[src/rtl/sipo_rx.sv]
// Serial-in, parallel-out receiver: assembles WIDTH-bit words from a framed
// serial stream and hands them off through a single valid/ready output slot.
module sipo_rx #(
  parameter int WIDTH     = 8,
  parameter bit MSB_FIRST = 1'b1
) (
  input  logic             clk,
  input  logic             rst,
  input  logic             data_in,
  input  logic             shift_en,
  input  logic             frame_start,
  input  logic             data_ready,
  output logic [WIDTH-1:0] data_out,
  output logic             data_valid,
  output logic             overrun,
  output logic             busy
);

  localparam int CW = $clog2(WIDTH + 1);
  localparam logic [CW-1:0] LAST = CW'(WIDTH - 1);

  typedef enum logic {
    IDLE  = 1'b0,
    SHIFT = 1'b1
  } state_t;

  state_t           state, state_nxt;
  logic [WIDTH-1:0] sreg, sreg_nxt;
  logic [CW-1:0]    bcnt, bcnt_nxt;
  logic [WIDTH-1:0] word;
  logic             complete;
  logic             load;

  // After WIDTH shifts the first bit sits at the MSB (MSB_FIRST) or the LSB.
  function automatic logic [WIDTH-1:0] shift_in(input logic [WIDTH-1:0] cur,
                                                input logic bit_in);
    if (MSB_FIRST) return {cur[WIDTH-2:0], bit_in};
    else           return {bit_in, cur[WIDTH-1:1]};
  endfunction

  always_comb begin
    state_nxt = state;
    sreg_nxt  = sreg;
    bcnt_nxt  = bcnt;
    complete  = 1'b0;
    word      = shift_in(sreg, data_in);
    case (state)
      IDLE: begin
        if (shift_en && frame_start) begin
          sreg_nxt  = shift_in('0, data_in);
          bcnt_nxt  = CW'(1);
          state_nxt = SHIFT;
        end
      end
      SHIFT: begin
        if (shift_en) begin
          // A new frame marker wins even on what would be the last bit.
          if (frame_start) begin
            sreg_nxt = shift_in('0, data_in);
            bcnt_nxt = CW'(1);
          end else if (bcnt == LAST) begin
            complete  = 1'b1;
            sreg_nxt  = word;
            bcnt_nxt  = '0;
            state_nxt = IDLE;
          end else begin
            sreg_nxt = word;
            bcnt_nxt = bcnt + 1'b1;
          end
        end
      end
      default: state_nxt = IDLE;
    endcase
  end

  // The output slot is free if empty or being drained this same cycle.
  assign load = complete && (!data_valid || data_ready);

  always_ff @(posedge clk) begin
    if (rst) begin
      state      <= IDLE;
      sreg       <= '0;
      bcnt       <= '0;
      data_out   <= '0;
      data_valid <= 1'b0;
      overrun    <= 1'b0;
      busy       <= 1'b0;
    end else begin
      state   <= state_nxt;
      sreg    <= sreg_nxt;
      bcnt    <= bcnt_nxt;
      busy    <= (state_nxt == SHIFT);
      overrun <= complete && data_valid && !data_ready;
      if (load) begin
        data_out   <= word;
        data_valid <= 1'b1;
      end else if (data_ready) begin
        data_valid <= 1'b0;
      end
    end
  end

endmodule

[config.mk]
export PLATFORM = sky130hd
export DESIGN_NAME = sipo_rx
export DESIGN_NICKNAME = d
export VERILOG_FILES = /design/src/rtl/sipo_rx.sv
export SDC_FILE = /design/constraint.sdc
export NUM_CORES = 1
export LEC_CHECK = 0
export CORE_MARGIN = 2
export CORE_UTILIZATION = 40
export DETAILED_ROUTE_END_ITERATION = 6
export PLACE_DENSITY = 0.62
export SKIP_LAST_GASP = 1
export SLEW_MARGIN = 40
export SYNTH_ARGS = -nofsm -noshare
export SYNTH_HDL_FRONTEND = slang
export SYNTH_SLANG_ARGS = --single-unit
[constraint.sdc]
create_clock -name clk -period 1.9 [get_ports clk]
set_clock_uncertainty 0.1 [all_clocks]
set_input_delay 0.57 -clock clk [delete_from_list [all_inputs] [get_ports clk]]
set_output_delay 0.57 -clock clk [all_outputs]
set_load 0.01 [all_outputs]
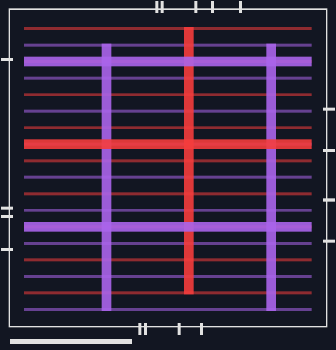
Fig. 1. PDN straps and rails.
Scale bar: 20 µm. Pins as bars on the die edge.
- red: VDD
- purple: VSS
- met4 straps: 3
- met1 rails: 18

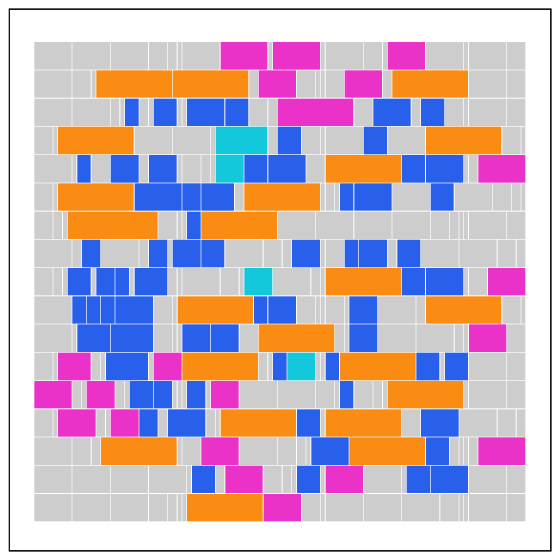
Fig. 2. Placed cells, one colour a class.
Fill, decap, tap and diode cells in grey.
- blue: combinational and other logic (cells 67; share of their area 39%)
- cyan: clock drivers and dummy loads (cells 4; share of their area 3.1%)
- orange: flops (cells 22; share of their area 38%)
- magenta: other buffers and delay cells (cells 21; share of their area 19%)

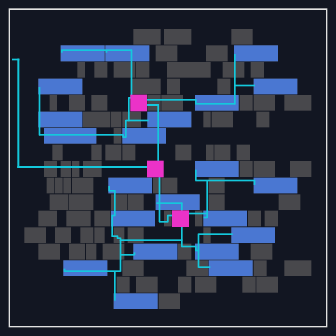
Fig. 3. Clock distribution.
- blue: flip-flops (count 22)
- cyan: clock wires (length 244 µm)
- magenta: clock drivers (count 3)
- routed clock nets: 4

==> summary.json <==
{
  "ys_top_cells_by_area": "sky130_fd_sc_hd__dfxtp_1 (48%), sky130_fd_sc_hd__nand2b_1 (12%), sky130_fd_sc_hd__mux2i_1 (9.8%)",
  "layout_top_cell_excl_fill_tap": "sky130_fd_sc_hd__dfxtp_1",
  "final_critical_path_setup_slack_ps": 40.3,
  "startpoint_type": "flip-flop",
  "final_layout_size_suffix_gt1_frac": 0.132,
  "worst_r2r_endpoint": "data_out[0]",
  "yosys-dominant-comb-family": "simple AND/OR/NAND/NOR gates",
  "start_point_of_the_worst_min_delay_path": "data_out[2]",
  "port_buffers": 16,
  "clock.fmax_mhz": 538,
  "antennaDiodeCount": 0,
  "fill_cells": 206,
  "synthCells": 95,
  "timing.critical_path.slowest_stage_cell": "sky130_fd_sc_hd__clkdlybuf4s50_1",
  "run_status": "finished, final reports clean",
  "critical_path.reg2reg.startpoint": "bcnt[0]",
  "detail_route.wl_per_cell_um": 11.4,
  "postSynth.asyncResetShare": 0,
  "ctsResizeCount": 3,
  "power_density_nw_per_um2": 658,
  "die_h_um": 52.0,
  "hp-class": "flip-flop to flip-flop",
  "endpoint": "data_out[5]",
  "first_global_vias": 656,
  "floorplan.die_area_um2": 2710,
  "synth.cell_area_um2": 922,
  "tritoncts.num_buffers": 3,
  "crit_arrival_ps": 1190,
  "setup_viol": 0,
  "end_kind": "primary output",
  "post-dp-hpwl_um": 1130,
  "edf_count": 0,
  "grt_start_max_net_pins": 31,
  "rsz0062_at_grt": "no",
  "timing.max_cap.violations": 0,
  "finalWirelength_um": 1620,
  "slew_viol_final": 0,
  "worst_r2r_path_depth": 5,
  "yosys.area_share.simple": 0.256,
  "synth_xor_xnor_area_share": 0,
  "endpoints_failing_hold": 0,
  "timing.critical_path.from": "data_out[5]",
  "numSynthFlops": 22,
  "mux_area_frac": 0.0977,
  "cp_num_buf_inv": 1,
  "via_count": 706,
  "grt_first_pass_wirelength_um": 2910,
  "drt_drc_violations_left": 0,
  "post_cts_hold_buffer_count": 0,
  "critical_path.max_fanout": 2,
  "drt-pass1-iter-count": 3,
  "initialDrtViolationCount": 16,
  "clk_transition_reported_paths_ps": 120,
  "yosysTopAreaCellShare": 0.478,
  "ys_seq_frac": 0.478,
  "number_of_clock_sinks": 22,
  "final-instance-count-excl-fill": 142,
  "ant_nets": 0,
  "htree_levels": 1,
  "tcrit_tclk_final": 0.979,
  "cts-root-to-sink-buffers": 2,
  "globalRouteOverflowTotal": 0,
  "worst-slew-pin-transition_ps": 447,
  "viasPerCell": 4.97,
  "cp_cell_sequence": "clkdlybuf4s50_1",
  "yosysWarningCount": 0,
  "globalplace.congestion": 0.723,
  "adder_share": 0.0136,
  "count_of_warning_messages_emitted_by_the_tools": 26,
  "grtUsageTotal": 0.147,
  "synth.yosys.chip_area_um2": 922,
  "die-width_um": 52.0,
  "design.portCount": 17,
  "ctsRootBufferMaster": "sky130_fd_sc_hd__clkbuf_4",
  "slew_headroom": 0.702,
  "dp.cells": 138,
  "cell_total_in_the_yosys_stat_output": 95,
  "yosysUniqueCellTypes": 25,
  "setup.worst_path.class": "flip-flop to primary output",
  "p_leak_nw": 0.488,
  "setup.reg_to_reg.worst_slack_ps": 330,
  "detailedPlace.worstSlack_ps": -158,
  "effective_utilization_at_floorplan": 0.421,
  "nets": 122,
  "rows": 17,
  "core_area_um2": 2190,
  "critical_path_cell_count": 1,
  "fin_crit_ps": 1860,
  "antenna_violations_before_repair": 0,
  "timing.critical_path.required_ps": 1230,
  "synth_compound_gate_area_share": 0.118,
  "totalPowerFinal_mw": 0.783,
  "most-common-layout-cells": "sky130_fd_sc_hd__dfxtp_1 (21), sky130_fd_sc_hd__nand2b_1 (18), sky130_fd_sc_hd__clkdlybuf4s50_1 (11), sky130_fd_sc_hd__mux2i_1 (9)",
  "final.hold.worst_slack_ps": 376,
  "cpPeakStageDelay_ps": 530,
  "syn2layout_area_growth_pct": 29.0,
  "tritoncts": "yes",
  "post-synth-top-area-cell": "sky130_fd_sc_hd__dfxtp_1",
  "synth.net_count": 102,
  "cts.repair_timing.setup_buffer_count": 0,
  "synthesis.area_per_instance_um2": 9.71,
  "cp_top_family": "buffers and inverters",
  "vdd_ir_drop_max_mv": 0.474,
  "most_common_flop_cell_mapped_by_yosys": "sky130_fd_sc_hd__dfxtp_1"
}
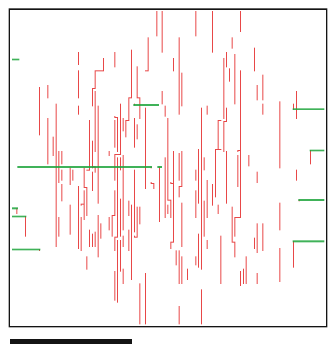
Fig. 4. Signal wires by layer.
Scale bar: 20 µm. Only two layers are drawn.
- red: metal 2 (wire length 774 µm)
- green: metal 3 (wire length 50.1 µm)

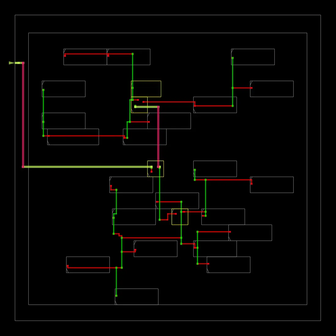
Fig. 5. Clock nets.
clock network power: 0.254 mW
Clock Buffer Count: 4
number of flip-flops and latches: 22
Clock Latency Late Sink: 310 ps

==> worst min-delay path by stage <==
stage / endpoint / slack (ps) / depth (start not counted)
2_1_floorplan: data_out[7] / 350 / 2
3_3_place_gp: data_out[3] / 360 / 2
3_5_place_dp: data_out[0] / 360 / 2
4_1_cts: data_out[2] / 380 / 2
5_1_grt: data_out[2] / 410 / 2
6_report: data_out[2] / 380 / 2
==> cells in the mapped netlist (all sizes together) (2+ instances only) <==
cell	number
a22oi	8
nand2b	18
nor2	8
o21ai	2
clkbuf	3
dfxtp	22
nand3b	2
mux2i	9
a21oi	4
nand2	3
inv	2
buf	3
==> flip-flops by register name, summed over array words and instances (netlist names) <==
signal and count:
overrun 1, data_valid 1, sreg 7, state 1
bcnt 4, data_out 8
==> stage by stage <==
step / setup TNS (ps) / area, µm² / utilization
floorplan: 0 / 922 / -
global placement: -1170 / 1140 / 0.521
detailed placement: -1720 / 1140 / 0.521
CTS: 0 / 1180 / 0.539
global route: 0 / 1190 / 0.543
finish: 0 / 1190 / 0.543
==> power by group <==
part	internal, mW	switching [mW]	total, mW
Combinational	0.0321	0.0257	0.0579
Clock	0.117	0.137	0.254
Sequential	0.466	0.00562	0.471
==> metal layers <==
layer	wire length, µm	up-vias	track usage	share of wire
li1	-	366	-	-
met1	767	326	0.176	0.47
met2	773	10	0.241	0.48
met3	50	4	0.0345	0.031
met4	27	0	0.0789	0.017
met5	0	-	0	0
==> area by class of cell <==
cell class | count | area [µm²] | area share
multi-input combinational | 65 | 448 | 0.376
inverter | 2 | 7.51 | 0.00631
tap | 28 | 35.0 | 0.0294
clock buffer | 4 | 36.3 | 0.0305
timing repair buffer | 21 | 219 | 0.184
sequential | 22 | 444 | 0.373
Power and IR drop assume default switching activity.
